===== src/rtl/write_ptr_ctrl_if.sv =====
// Write-side port bundle for the async FIFO write-pointer controller.
// master drives the request side, slave is the controller itself.
interface write_ptr_ctrl_if #(
  parameter int PTR_WIDTH = 3
);
  logic               w_en;
  logic               clr_ovf;
  logic [PTR_WIDTH:0] g_rptr;
  logic [PTR_WIDTH:0] b_wptr;
  logic [PTR_WIDTH:0] g_wptr;
  logic [PTR_WIDTH:0] wr_level;
  logic               full;
  logic               almost_full;
  logic               overflow;

  modport master (
    output w_en, clr_ovf, g_rptr,
    input  b_wptr, g_wptr, wr_level, full, almost_full, overflow
  );

  modport slave (
    input  w_en, clr_ovf, g_rptr,
    output b_wptr, g_wptr, wr_level, full, almost_full, overflow
  );
endinterface


===== src/rtl/write_ptr_ctrl.sv =====
// Async FIFO write-domain pointer logic: binary/Gray write pointer, synchronized
// read pointer, registered full/almost_full/level and a sticky overflow flag.
module write_ptr_ctrl #(
  parameter int PTR_WIDTH   = 3,
  parameter int AFULL_LEVEL = 6
) (
  input  logic wclk,
  input  logic wrst_n,
  write_ptr_ctrl_if.slave bus
);
  localparam int W = PTR_WIDTH + 1;

  logic [W-1:0] sync1, sync2;
  logic [W-1:0] b_rsync, b_wnext, g_wnext, level_next, full_cmp;
  logic         accepted, ovf_set;

  assign accepted   = bus.w_en & ~bus.full;
  assign ovf_set    = bus.w_en & bus.full;
  assign b_wnext    = bus.b_wptr + W'(accepted);
  assign g_wnext    = b_wnext ^ (b_wnext >> 1);
  assign level_next = b_wnext - b_rsync;
  // Full when the write pointer is one lap ahead: top two Gray bits inverted.
  assign full_cmp   = sync2 ^ (W'(3) << (W - 2));

  always_comb begin
    b_rsync = '0;
    b_rsync[W-1] = sync2[W-1];
    for (int i = W - 2; i >= 0; i--)
      b_rsync[i] = b_rsync[i+1] ^ sync2[i];
  end

  always_ff @(posedge wclk or negedge wrst_n) begin
    if (!wrst_n) begin
      sync1           <= '0;
      sync2           <= '0;
      bus.b_wptr      <= '0;
      bus.g_wptr      <= '0;
      bus.wr_level    <= '0;
      bus.full        <= 1'b0;
      bus.almost_full <= 1'b0;
      bus.overflow    <= 1'b0;
    end else begin
      sync1           <= bus.g_rptr;
      sync2           <= sync1;
      bus.b_wptr      <= b_wnext;
      bus.g_wptr      <= g_wnext;
      bus.full        <= (g_wnext == full_cmp);
      bus.wr_level    <= level_next;
      bus.almost_full <= (level_next >= W'(AFULL_LEVEL));
      if (ovf_set)
        bus.overflow <= 1'b1;
      else if (bus.clr_ovf)
        bus.overflow <= 1'b0;
    end
  end
endmodule


===== src/flat_wrapper.sv =====
// flat-port wrapper written by rule: the top's interface ports become plain ports
module write_ptr_ctrl_flat 
#(
  parameter int PTR_WIDTH   = 3,
  parameter int AFULL_LEVEL = 6
)
  (wclk, wrst_n, bus_w_en, bus_clr_ovf, bus_g_rptr, bus_b_wptr, bus_g_wptr, bus_wr_level, bus_full, bus_almost_full, bus_overflow);
  write_ptr_ctrl_if #(.PTR_WIDTH(PTR_WIDTH)) bus_i ();
  input  logic wclk;
  input  logic wrst_n;
  input wire logic [$bits(bus_i.w_en)-1:0] bus_w_en;
  input wire logic [$bits(bus_i.clr_ovf)-1:0] bus_clr_ovf;
  input wire logic [$bits(bus_i.g_rptr)-1:0] bus_g_rptr;
  output wire logic [$bits(bus_i.b_wptr)-1:0] bus_b_wptr;
  output wire logic [$bits(bus_i.g_wptr)-1:0] bus_g_wptr;
  output wire logic [$bits(bus_i.wr_level)-1:0] bus_wr_level;
  output wire logic [$bits(bus_i.full)-1:0] bus_full;
  output wire logic [$bits(bus_i.almost_full)-1:0] bus_almost_full;
  output wire logic [$bits(bus_i.overflow)-1:0] bus_overflow;
  assign bus_i.w_en = bus_w_en;
  assign bus_i.clr_ovf = bus_clr_ovf;
  assign bus_i.g_rptr = bus_g_rptr;
  assign bus_b_wptr = bus_i.b_wptr;
  assign bus_g_wptr = bus_i.g_wptr;
  assign bus_wr_level = bus_i.wr_level;
  assign bus_full = bus_i.full;
  assign bus_almost_full = bus_i.almost_full;
  assign bus_overflow = bus_i.overflow;
  write_ptr_ctrl #(.PTR_WIDTH(PTR_WIDTH), .AFULL_LEVEL(AFULL_LEVEL)) u_core (.wclk(wclk), .wrst_n(wrst_n), .bus(bus_i));
endmodule

===== config.mk =====
export PLATFORM = sky130hd
export DESIGN_NAME = write_ptr_ctrl_flat
export DESIGN_NICKNAME = d
export VERILOG_FILES = /design/src/rtl/write_ptr_ctrl_if.sv /design/src/rtl/write_ptr_ctrl.sv /design/src/flat_wrapper.sv
export SDC_FILE = /design/constraint.sdc
export NUM_CORES = 1
export LEC_CHECK = 0
export ABC_CLOCK_PERIOD_IN_PS = 2450
export CAP_MARGIN = 20
export CORE_MARGIN = 4
export CORE_UTILIZATION = 45
export DETAILED_ROUTE_END_ITERATION = 7
export PLACE_DENSITY = 0.81
export SYNTH_ARGS = -nofsm -noshare
export SYNTH_HDL_FRONTEND = slang
export SYNTH_SLANG_ARGS = --single-unit

===== constraint.sdc =====
create_clock -name wclk -period 2.45 [get_ports wclk]
set_clock_uncertainty 0.15 [all_clocks]
set_input_delay 0.49 -clock wclk [delete_from_list [all_inputs] [get_ports wclk]]
set_output_delay 0.49 -clock wclk [all_outputs]
set_load 0.02 [all_outputs]

==> summary.rpt, run 1 <==
IMPLEMENTATION SUMMARY REPORT
----------------------------------------------------
[Pwr]
  Switching power ........................ 0.837 mW
  Tot Pwr ........................ 2.14 mW
  Net switching share of the total power ........................ 0.392
  Sequential power share ........................ 0.272
  Internal power ........................ 1.30 mW
  Top pwr grp ........................ combinational logic
  Power consumed by sequential cells ........................ 0.581 mW
  Logic gate share of total power ........................ 0.657
  Total power density per cell area ........................ 1600 nW/um2

[Synth]
  Post-synth top cells ........................ 22 x sky130_fd_sc_hd__dfrtp_1, 8 x sky130_fd_sc_hd__inv_1, 8 x sky130_fd_sc_hd__xnor2_1
  Yosys cell types ........................ 21
  Synthesized-area fraction occupied by ao, oa, aoi and oai cells ........................ 0.0699
  Ys cells ........................ 68
  Top flip-flop cell by instance count after synthesis ........................ sky130_fd_sc_hd__dfrtp_1
  Dominant cell type by area after synthesis ........................ sky130_fd_sc_hd__dfrtp_1
  Count of mapped cells out of synthesis ........................ 68
  Simple-gate portion of the synthesized area ........................ 0.0342

[Critical path]
  Worst path bufs/invs ........................ 2
  FF-to-FF Start ........................ u_core.sync2[3]
  WS Path Type ........................ in2reg
  Data arrival at the endpoint of the critical path ........................ 2.50 ns
  Cell depth of the worst setup path ........................ 9
  Critical Path End ........................ u_core.bus.almost_full
  Cell family with the largest share of critical-path delay ........................ adder cells
  Worst setup slack for register-to-register paths ........................ 0.13 ns

[Die]
  Rows ........................ 16
  Number of tap instances ........................ 27

[Placement]
  Detailed-placement wirelength estimate ........................ 1200 um
  Post-DP Area ........................ 1260 um2

[Clock tree]
  Maximum count of clock buffers along a single path ........................ 2
  TritonCTS sink count ........................ 22
  TritonCTS clock tree ........................ done
  Clock latency on the worst-skew pair ........................ 0.29 ns

[Routing]
  WL met1 ........................ 675 um
  Residual DRC ........................ 0
  Final routed wirelength across all metal layers ........................ 1660 um
  DR pass1 iterations ........................ 4
  DR vias ........................ 625
  Final antenna-violating net count ........................ 0
  Routed met3 length ........................ 81 um

[Final layout]
  Cell area after layout ........................ 1340 um2
  Net count, final ........................ 122
  Non-clock buffer count ........................ 36

[Timing]
  Setup ws final ........................ 0.0224 ns
  Slew of the pin with the lowest slew margin ........................ 0.263 ns
  Tcrit/Tclk final ........................ 0.991

[Min path]
  Launch point of the worst hold path ........................ u_core.sync1[1]
  Hold Path Stages ........................ 0

[Outcome]
  Run status ........................ complete, no violations

[GRT]
  Pin count of the biggest net entering global routing ........................ 23

----------------------------------------------------
[run 1: registers in the layout (all words and copies together) (netlist names)]
signal                  cells
u_core.bus.overflow         1
u_core.bus.g_wptr           3
u_core.sync2                4
u_core.bus.wr_level         4
u_core.bus.full             1
u_core.bus.almost_full      1
u_core.sync1                4
u_core.bus.b_wptr           4
[run 1: layout by cell type, fill, tap and decap left out]
cell type,synthesis,routed
sky130_fd_sc_hd__a211o_1,1,1
sky130_fd_sc_hd__a21boi_0,1,1
sky130_fd_sc_hd__a21o_1,1,1
sky130_fd_sc_hd__a21oi_1,2,2
sky130_fd_sc_hd__a22oi_2,0,1
sky130_fd_sc_hd__and3_1,1,1
sky130_fd_sc_hd__buf_4,1,14
sky130_fd_sc_hd__clkbuf_4,0,3
sky130_fd_sc_hd__clkdlybuf4s50_1,0,22
sky130_fd_sc_hd__dfrtp_1,22,22
sky130_fd_sc_hd__fa_1,1,1
sky130_fd_sc_hd__ha_1,5,2
sky130_fd_sc_hd__ha_2,0,1
sky130_fd_sc_hd__ha_4,0,2
sky130_fd_sc_hd__inv_1,8,7
sky130_fd_sc_hd__inv_2,0,1
sky130_fd_sc_hd__nand2_1,1,1
sky130_fd_sc_hd__nand3_1,1,1
sky130_fd_sc_hd__nor2b_4,0,1
sky130_fd_sc_hd__nor3_1,2,2
sky130_fd_sc_hd__o211a_1,1,1
sky130_fd_sc_hd__o211ai_1,1,1
sky130_fd_sc_hd__o21ai_0,1,1
sky130_fd_sc_hd__xnor2_1,8,7
sky130_fd_sc_hd__xnor2_2,0,1
sky130_fd_sc_hd__xor2_1,7,7
sky130_fd_sc_hd__xor2_2,1,1
[run 1: what timing repair did]
action                                  in CTS  in global routing
pin swaps                                    0                  4
endpoints found under the setup margin       1                  1
gates resized                                2                  7
buffers inserted                             0                  1
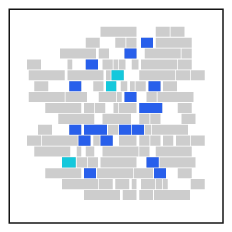
**Above:** run 1 (logic cells by family).
Scale: 4 px per um.
Blue shows XOR/XNOR gates, cells 16. Cyan shows AND-OR and OR-AND gates, cells 3.
Comb/total area: 0.279
post-layout instance count excluding filler cells: 133

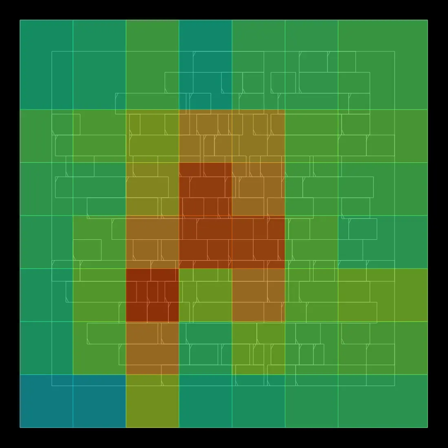
**Above:** run 1 (track usage over the die).
total global-route track usage: 0.140
average wire per cell in the routed design: 12.5 um
routing usage on met3: 0.0338
GRT Max-Usage Layer: met2
met2 global-route usage: 0.250

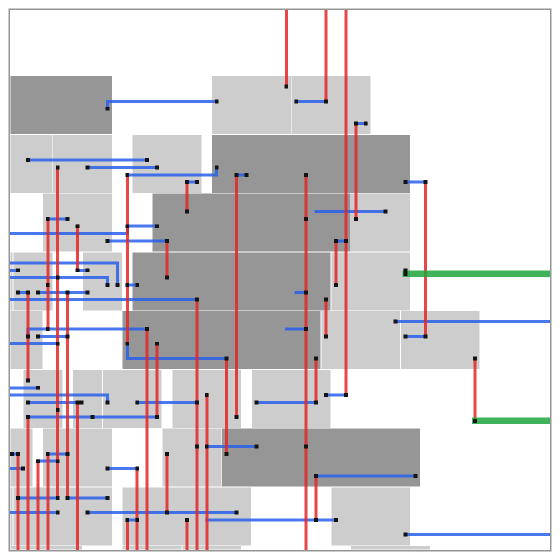
**Above:** run 1 (zoomed window).
Window x 27 to 52, y 27 to 52 um. Cells in gray, sequential cells in the stronger gray; small squares are vias.
Green shows met3. Blue shows met1. Red shows met2.
Sequential cells in the window: 6. Netlist names of flops here include u_core.bus.wr_level (3). Most frequent: clkdlybuf4s50_1 (7), dfrtp_1 (6), buf_4 (5). 29 logic cells have their middle in the window.

## Run 2: what changed since run 1
Settings changed: CORE_MARGIN 4 to unset.
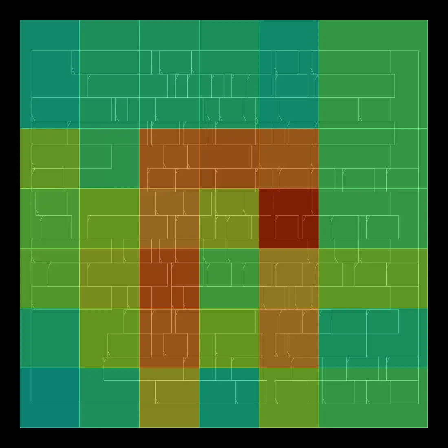
**Above:** run 2 (track usage over the die).
average wire per cell in the routed design: 12.2 um
total global-route track usage: 0.168

==> summary.rpt, run 2 <==
IMPLEMENTATION SUMMARY REPORT
----------------------------------------------------
[Routing]
  WL met1 ........................ 589 um (was 675 um)
  Routed met3 length ........................ 74 um (was 81 um)
  DR vias ........................ 630 (was 625)
  Final routed wirelength across all metal layers ........................ 1600 um (was 1660 um)
  DR pass1 iterations ........................ 4 (unchanged)

[Critical path]
  WS Path Type ........................ in2reg (unchanged)
  FF-to-FF Start ........................ u_core.sync2[3] (unchanged)

[Min path]
  Hold Path Stages ........................ 0 (unchanged)

[Die]
  Rows ........................ 15 (was 16)

[Placement]
  Post-DP Area ........................ 1250 um2 (was 1260 um2)
  Detailed-placement wirelength estimate ........................ 1260 um (was 1200 um)

[Synth]
  Count of mapped cells out of synthesis ........................ 68 (unchanged)
  Post-synth top cells ........................ 22 x sky130_fd_sc_hd__dfrtp_1, 8 x sky130_fd_sc_hd__inv_1, 8 x sky130_fd_sc_hd__xnor2_1 (unchanged)
  Top flip-flop cell by instance count after synthesis ........................ sky130_fd_sc_hd__dfrtp_1 (unchanged)
  Dominant cell type by area after synthesis ........................ sky130_fd_sc_hd__dfrtp_1 (unchanged)
  Yosys cell types ........................ 21 (unchanged)
  Ys cells ........................ 68 (unchanged)

[Timing]
  Setup ws final ........................ 0.000364 ns (was 0.0224 ns)
  Tcrit/Tclk final ........................ 1.00 (was 0.991)

[Pwr]
  Tot Pwr ........................ 2.15 mW (was 2.14 mW)
  Total power density per cell area ........................ 1630 nW/um2 (was 1600 nW/um2)

[GRT]
  GRT Max-Usage Layer ........................ met2 (unchanged)
  Routing usage on met3 ........................ 0.0385 (was 0.0338)
  Pin count of the biggest net entering global routing ........................ 23 (unchanged)

[Final layout]
  Most frequent cells in the layout ........................ 22 x sky130_fd_sc_hd__clkdlybuf4s50_1, 22 x sky130_fd_sc_hd__dfrtp_1, 13 x sky130_fd_sc_hd__buf_4 (was 22 x sky130_fd_sc_hd__clkdlybuf4s50_1, 22 x sky130_fd_sc_hd__dfrtp_1, 14 x sky130_fd_sc_hd__buf_4)
  Post-layout instance count excluding filler cells ........................ 131 (was 133)

[Clock tree]
  Clock latency on the worst-skew pair ........................ 0.30 ns (was 0.29 ns)
  TritonCTS sink count ........................ 22 (unchanged)
  TritonCTS clock tree ........................ done (unchanged)

[Outcome]
  Run status ........................ complete, no violations (unchanged)

----------------------------------------------------
[run 2: worst max path at each step]
stage	from	end	slack, ns	cells past startpoint
after detailed placement	bus_w_en	u_core.bus.almost_full	-0.36	9
after global routing	bus_w_en	u_core.bus.wr_level[3]	-0.04	9
after global placement	bus_w_en	u_core.bus.almost_full	-0.32	9
final	bus_w_en	u_core.bus.almost_full	0.0004	9
after floorplan	bus_w_en	u_core.bus.almost_full	0.06	8
after CTS	bus_w_en	u_core.bus.almost_full	0.01	9
[run 2: critical path, stage by stage]
cell and delay [ns]:
sky130_fd_sc_hd__clkdlybuf4s50_1 0.48, sky130_fd_sc_hd__nor2b_2 0.15, sky130_fd_sc_hd__ha_2 0.21, sky130_fd_sc_hd__ha_4 0.20, sky130_fd_sc_hd__buf_4 0.13, sky130_fd_sc_hd__ha_1 0.28, sky130_fd_sc_hd__a21o_1 0.19, sky130_fd_sc_hd__a211o_1 0.30
sky130_fd_sc_hd__o211ai_1 0.08
[run 2: repair_timing]
item                                    4_1_cts  5_1_grt
setup buffers                                 0        0
pin swaps                                     0        3
gates cloned                                  0        0
gates resized                                 2        4
endpoints found under the setup margin        1        2
endpoints found under the hold margin         0        0
[run 2: power by group]
part / internal [mW] / switching, mW / total [mW]
combinational: 0.716 / 0.664 / 1.38
clock: 0.0907 / 0.0999 / 0.191
sequential: 0.501 / 0.0770 / 0.578
[run 2: cells by family (layout without fill, tap and decap cells)]
| family | after synthesis | after routing | synth area share |
|---|---|---|---|
| xor+xnor | 16 | 16 | 0.162 |
| simple gates | 6 | 6 | 0.0342 |
| compound gates | 9 | 9 | 0.0699 |
| buf+inv | 9 | 47 | 0.0411 |
| fa+ha+maj | 6 | 6 | 0.0904 |
| flops | 22 | 22 | 0.603 |
No activity file was given, so power comes from the tool's default toggle rates.
